Figure 1. Placement density heat map.
The bar under the picture is 20 microns long. The die is cut into 7 by 5 equal tiles; black is low, pale yellow is high, 0 to 100% covered.
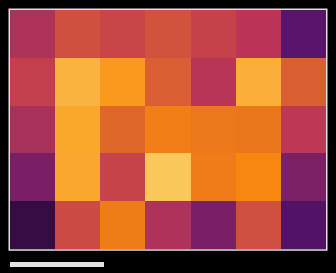
Figure 2. Cell classes on the final placement.
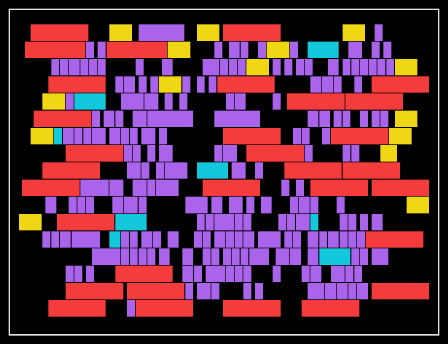
Figure 3. Track usage over the die.
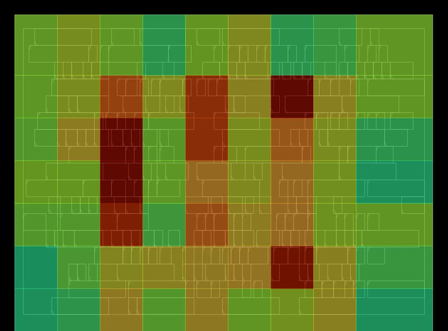
Figure 4. Port wiring.
The bar under the picture is 20 microns long.
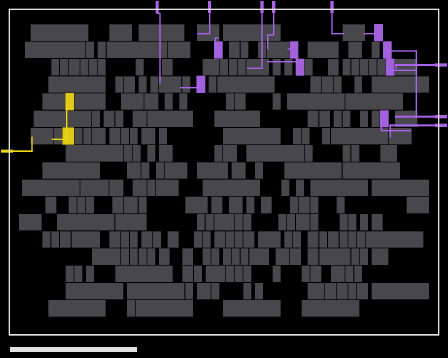
Figure 5. Supply network.
The bar under the picture is 20 microns long. Pins as bars on the die edge.
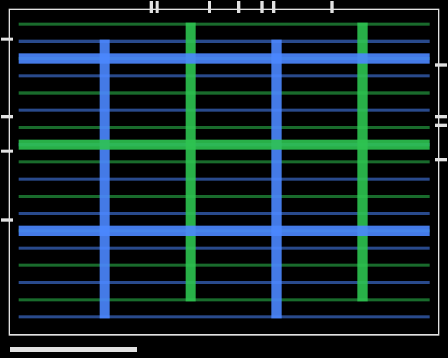
===== src/rtl/uart_tx.sv =====
// 8N1 UART transmitter: valid/ready byte in, LSB-first serial frame out on a registered tx line.
// Define UART_TX_PARITY_EN to insert a parity bit (sense set by PARITY_ODD) between data and stop.
module uart_tx #(
  parameter int CLKS_PER_BIT = 5208,
  parameter int PARITY_ODD   = 0
) (
  input  logic       clk,
  input  logic       rst,
  input  logic [7:0] data_in,
  input  logic       data_valid,
  output logic       ready,
  output logic       tx,
  output logic       busy,
  output logic       tx_done
);

  localparam int CW = (CLKS_PER_BIT > 1) ? $clog2(CLKS_PER_BIT) : 1;
  localparam logic [CW-1:0] BAUD_LAST = CW'(CLKS_PER_BIT - 1);
  localparam logic [CW-1:0] BAUD_ONE  = CW'(1);

  if (CLKS_PER_BIT < 2 || PARITY_ODD < 0 || PARITY_ODD > 1) begin : g_bad_params
    $error("uart_tx: CLKS_PER_BIT must be >= 2 and PARITY_ODD must be 0 or 1");
  end

`ifdef UART_TX_PARITY_EN
  typedef enum logic [2:0] {
    S_IDLE   = 3'd0,
    S_START  = 3'd1,
    S_DATA   = 3'd2,
    S_PARITY = 3'd3,
    S_STOP   = 3'd4
  } state_t;
`else
  typedef enum logic [2:0] {
    S_IDLE  = 3'd0,
    S_START = 3'd1,
    S_DATA  = 3'd2,
    S_STOP  = 3'd4
  } state_t;
`endif

  state_t          state_q, state_d;
  logic [CW-1:0]   baud_q, baud_d;
  logic [2:0]      bit_q, bit_d;
  logic [7:0]      shift_q, shift_d;
  logic            tx_q, tx_d;
  logic            ready_q, ready_d;
  logic            busy_q, busy_d;
  logic            done_q, done_d;
  logic            baud_end;
`ifdef UART_TX_PARITY_EN
  logic            parity_q, parity_d;
  localparam logic PAR_SENSE = (PARITY_ODD != 0);
`endif

  assign baud_end = (baud_q == BAUD_LAST);

  always_ff @(posedge clk or posedge rst) begin
    if (rst) begin
      state_q  <= S_IDLE;
      baud_q   <= '0;
      bit_q    <= '0;
      shift_q  <= '0;
      tx_q     <= 1'b1;
      ready_q  <= 1'b1;
      busy_q   <= 1'b0;
      done_q   <= 1'b0;
`ifdef UART_TX_PARITY_EN
      parity_q <= 1'b0;
`endif
    end else begin
      state_q  <= state_d;
      baud_q   <= baud_d;
      bit_q    <= bit_d;
      shift_q  <= shift_d;
      tx_q     <= tx_d;
      ready_q  <= ready_d;
      busy_q   <= busy_d;
      done_q   <= done_d;
`ifdef UART_TX_PARITY_EN
      parity_q <= parity_d;
`endif
    end
  end

  // tx_d is the level for the period that starts on the coming edge, so every
  // transition is registered and lands exactly on a bit boundary.
  always_comb begin
    state_d  = state_q;
    baud_d   = baud_q;
    bit_d    = bit_q;
    shift_d  = shift_q;
    tx_d     = tx_q;
    ready_d  = ready_q;
    busy_d   = busy_q;
    done_d   = 1'b0;
`ifdef UART_TX_PARITY_EN
    parity_d = parity_q;
`endif

    case (state_q)
      S_IDLE: begin
        tx_d    = 1'b1;
        ready_d = 1'b1;
        busy_d  = 1'b0;
        baud_d  = '0;
        bit_d   = '0;
        if (data_valid && ready_q) begin
          state_d  = S_START;
          shift_d  = data_in;
          tx_d     = 1'b0;
          ready_d  = 1'b0;
          busy_d   = 1'b1;
`ifdef UART_TX_PARITY_EN
          parity_d = (^data_in) ^ PAR_SENSE;
`endif
        end
      end

      S_START: begin
        if (baud_end) begin
          baud_d  = '0;
          state_d = S_DATA;
          tx_d    = shift_q[0];
          shift_d = {1'b0, shift_q[7:1]};
        end else begin
          baud_d = baud_q + BAUD_ONE;
        end
      end

      S_DATA: begin
        if (baud_end) begin
          baud_d = '0;
          if (bit_q == 3'd7) begin
            bit_d   = '0;
`ifdef UART_TX_PARITY_EN
            state_d = S_PARITY;
            tx_d    = parity_q;
`else
            state_d = S_STOP;
            tx_d    = 1'b1;
`endif
          end else begin
            bit_d   = bit_q + 3'd1;
            tx_d    = shift_q[0];
            shift_d = {1'b0, shift_q[7:1]};
          end
        end else begin
          baud_d = baud_q + BAUD_ONE;
        end
      end

`ifdef UART_TX_PARITY_EN
      S_PARITY: begin
        if (baud_end) begin
          baud_d  = '0;
          state_d = S_STOP;
          tx_d    = 1'b1;
        end else begin
          baud_d = baud_q + BAUD_ONE;
        end
      end
`endif

      S_STOP: begin
        tx_d = 1'b1;
        if (baud_end) begin
          baud_d  = '0;
          state_d = S_IDLE;
          ready_d = 1'b1;
          busy_d  = 1'b0;
          done_d  = 1'b1;
        end else begin
          baud_d = baud_q + BAUD_ONE;
        end
      end

      default: begin
        state_d = S_IDLE;
        baud_d  = '0;
        bit_d   = '0;
        tx_d    = 1'b1;
        ready_d = 1'b1;
        busy_d  = 1'b0;
      end
    endcase
  end

  assign ready   = ready_q;
  assign tx      = tx_q;
  assign busy    = busy_q;
  assign tx_done = done_q;

endmodule

===== config.mk =====
export PLATFORM = sky130hd
export DESIGN_NAME = uart_tx
export DESIGN_NICKNAME = d
export VERILOG_FILES = /design/src/rtl/uart_tx.sv
export SDC_FILE = /design/constraint.sdc
export NUM_CORES = 1
export LEC_CHECK = 0
export ABC_AREA = 1
export CAP_MARGIN = 15
export CORE_ASPECT_RATIO = 0.75
export CORE_UTILIZATION = 55
export CTS_BUF_LIST = sky130_fd_sc_hd__clkbuf_8
export DETAILED_ROUTE_END_ITERATION = 6
export PLACE_DENSITY = 0.72
export SLEW_MARGIN = 5
export SYNTH_ARGS = -nofsm -noshare
export SYNTH_HDL_FRONTEND = slang
export SYNTH_SLANG_ARGS = --single-unit

===== constraint.sdc =====
create_clock -name clk -period 4.5 [get_ports clk]
set_clock_uncertainty 0.1 [all_clocks]
set_input_delay 0.9 -clock clk [delete_from_list [all_inputs] [get_ports clk]]
set_output_delay 0.9 -clock clk [all_outputs]
set_load 0.01 [all_outputs]

==> impl_summary.log <==
[metrics] run summary
INFO  metric outcome = finished clean
INFO  metric drtIter0Drc = 114
INFO  metric synth-edff-count = 0
INFO  metric dr_wl_met2 = 1580 microns
INFO  metric setup_tns = 0 ns
INFO  metric p_clk = 208 uW
INFO  metric routedLengthMet1 = 1740 microns
INFO  metric sequentialPower = 407 uW
INFO  metric synthMostInstantiatedCell = nand2_1
INFO  metric netlist_area = 1770 sq um
INFO  metric yosys.area_share.simple = 0.421
INFO  metric register_area_share_after_synthesis = 0.439
INFO  metric area_growth = 13.7%
INFO  metric grt_setup_unrepaired = no
INFO  metric cts_tree = done
INFO  metric die_area = 3460 sq um
INFO  metric highest-signal-layer = met4
INFO  metric report.final.setup_viol = 0
INFO  metric worst-endpoint-arrival = 1.38 ns
INFO  metric logic_family = simple AND/OR/NAND/NOR gates
INFO  metric power_density = 565 nW/um^2
INFO  metric swShare = 0.439
INFO  metric crit_required = 3.50 ns
INFO  metric detailed_place_hpwl = 2700 microns
INFO  metric cts-htree-levels = 2
INFO  metric cts.repair.resized = 0
INFO  metric netlist_instances = 232
INFO  metric timing.slew.headroom = 0.554
INFO  metric grt_start_max_net_pins = 19
INFO  metric switchingPower = 501 uW
INFO  metric post_layout_nonfiller_instances = 290
INFO  metric cts_hold_buffers = 0
INFO  metric max-clock-path-buffers = 2
INFO  metric yosys.cell_types.count = 26
INFO  metric transition_time_at_the_pin_with_the_least_slew_margin = 0.669 ns
INFO  metric route.antenna.remaining_nets = 0
INFO  metric postCtsSetupRepairBufs = 0
INFO  metric synth_flop_count = 31
INFO  metric setup.worst_path.end_class = output pin
INFO  metric hp-class = reg -> reg
INFO  metric timing.critical_path.slowest_stage_cell = dfstp_2
INFO  metric timing.fmax = 421 MHz
INFO  metric first_global_vias = 1463
INFO  metric report.final.slew_viol_count = 0
INFO  metric cts-buffers-inserted = 5
INFO  metric clk_latency = 0.29 ns
INFO  metric routed_wl = 3620 microns
INFO  metric clk_root_buffer_cell = clkbuf_8
INFO  metric netlist_top_cells_area = dfrtp_1 (41%), nand2_1 (17%), nand3_1 (5.9%)
INFO  metric ys_cells = 232
INFO  metric post-synth-top-area-fraction = 0.409
INFO  metric tool_warnings = 26
INFO  metric leakage = 1.01 nW
INFO  metric period_used_share = 0.528
INFO  metric timing_hold_violations_final = 0
INFO  metric worst_path_largest_cell_delay = 0.55 ns
INFO  metric flop_cell = dfrtp_1
INFO  metric ys_top_cells_by_count = nand2_1 (78), dfrtp_1 (29), inv_1 (25)
INFO  metric std_cell_rows = 17
INFO  metric reg2reg_slack = 2.74 ns
INFO  metric clk_transition_reported_paths = 0.07 ns
INFO  metric finish.net_count = 265
INFO  metric antennaDiodeCount = 0
INFO  metric grt_overflow = 0
INFO  metric register_area = 778 sq um
INFO  metric timing_worst_setup_path_type = reg -> out
INFO  metric grt_pass1_wl = 6370 microns
INFO  metric grt_antenna_before_repair = 0
INFO  metric power_combinational = 525 uW
INFO  metric post_drt_via_cell_ratio = 5.24
INFO  metric synth.cellmix.adderShare = 0.0212
INFO  metric clock_power_share = 0.183
INFO  metric synth_area_leader_cell = dfrtp_1
INFO  metric layout-drive-gt1-share = 0.123
INFO  metric synth.yosys.warnings = 0
INFO  metric logic_area = 853 sq um
INFO  metric placed_cells = 282
INFO  metric critical_path.n_buffers_inverters = 1
INFO  metric total_power = 1.14 mW
INFO  metric timing.critical_path.cells = clkdlybuf4s50_1
INFO  metric sequentialPowerShare = 0.357
INFO  metric floorplan.nets = 246
INFO  metric min_period = 2.38 ns
INFO  metric critical_path.max_fanout = 4
INFO  metric synth.yosys.chip_area = 1770 sq um
INFO  metric internal_power = 639 uW
INFO  metric num-fill-cells = 239
INFO  metric async_reset_ff_frac = 1.00
INFO  metric power_frac_comb = 0.461
INFO  metric met3RoutedLength = 258 microns
INFO  metric vias = 1520
INFO  metric drv_cap = 0
INFO  metric launching_element_type_of_the_critical_path = flip-flop
INFO  metric kind_of_cell_adding_the_most_delay_to_the_critical_path = flip-flops
INFO  metric gp_congestion = 0.865
INFO  metric main_power_group = combinational cells
INFO  metric detailedRoute.firstPassIterationCount = 4
INFO  metric syn_avg_cell_area = 7.65 sq um
INFO  metric synth_xor_xnor_area_share = 0.0148
INFO  metric yosys.area_share.aoi = 0.0240
INFO  metric numClockSinks = 31
INFO  metric drcViolationCount = 0
INFO  metric post_synth_mux_area_share = 0
Notes on Figure 1 above:
fullest tile: 88%
tiles over 75% full: 17%
densest ninth of the die: centre
mean over tiles: 57%
Core ar.: 3000 sq um
fraction of the core area covered by cells at the end of the flow: 0.673
floorplan-stage core utilization: 0.592

Notes on Figure 2 above:
| class | colour | cells |
|---|---|---|
| other buffers and delay cells | yellow | 15 |
| all other logic | purple | 198 |
| clock drivers and dummy loads | cyan | 8 |
| flip-flops | red | 31 |
sequential portion of the cell area: 0.386
Layout Cell Area excl Fill: 2020 sq um

Notes on Figure 3 above:
global routing usage on met3: 0.0737
Top Usage Layer GRT: met2
average wire per standard cell: 12.5 microns
Overall Global Routing Usage: 0.257

Notes on Figure 4 above:
| port | colour | bits | direction | edge | end cells | buffers | wire |
|---|---|---|---|---|---|---|---|
| `data_valid` | yellow | 1 | input | left | 2 | 1 | 13.3 microns |
| `data_in` | purple | 8 | input | 5 top, 3 right | 8 | 8 | 104 microns |
number of top-level design ports: 15
Port Buffers: 14

Notes on Figure 5 above:
| net | colour |
|---|---|
| VSS | blue |
| VDD | green |
signal pins: 15
met4 straps: 4
met1 rails: 18
rows: 17
die y size: 51.2 microns
maximum VDD drop: 0.370 mV
overall die width: 67.6 microns

==> flip-flops by register name, summed over array words and instances, names as in the netlist <==
signal / flops
baud_q: 13
bit_q: 3
busy: 1
ready: 1
shift_q: 8
state_q: 3
tx: 1
tx_done: 1
==> path summary, 6_finish.rpt <==
kind,startpoint,endpoint,cells past startpoint
max in group asynchronous,rst,shift_q[7]$_DFFE_PP0P_,3
setup reg to reg,state_q[1]$_DFFE_PP0P_,shift_q[2]$_DFFE_PP0P_,8
hold reg to reg,shift_q[7]$_DFFE_PP0P_,shift_q[7]$_DFFE_PP0P_,2
min in group asynchronous,rst,baud_q[6]$_DFF_PP0_,2
setup / recovery,ready$_DFFE_PP1P_,ready,1
hold / removal,shift_q[7]$_DFFE_PP0P_,shift_q[7]$_DFFE_PP0P_,2
==> per-layer routing <==
layer,global-route usage,vias up
met5,0,-
met4,0.128,0
met3,0.0737,6
met2,0.378,52
met1,0.343,696
li1,-,766
==> layout make-up <==
cell class / count / share of cell area
Sequential cell: 31 / 0.386
Tap cell: 38 / 0.0236
Clock inverter: 3 / 0.00620
Clock buffer: 5 / 0.0341
Multi-Input combinational cell: 169 / 0.423
Timing Repair Buffer: 15 / 0.0732
Inverter: 29 / 0.0540
==> metrics by stage <==
stage	area [sq um]	worst slack (ns)	hold WS, ns
after floorplan	1770	2.81	0.342
after detailed placement	1940	2.21	0.365
final	2020	2.12	0.382
after global placement	1940	2.26	0.356
after CTS	2020	2.11	0.382
after global routing	2020	2.08	0.396
==> cells in the final DEF, fill, tap and decap left out, types with 4 or more instances in the layout <==
cell type	n
nor3_1	7
nand2_1	78
nand2_2	6
nor2_1	22
clkbuf_8	5
nand3_1	21
inv_2	4
nand4_1	5
nor2_2	4
clkdlybuf4s50_1	14
nand3_2	4
dfrtp_1	29
inv_1	27
Power and IR drop assume default switching activity.
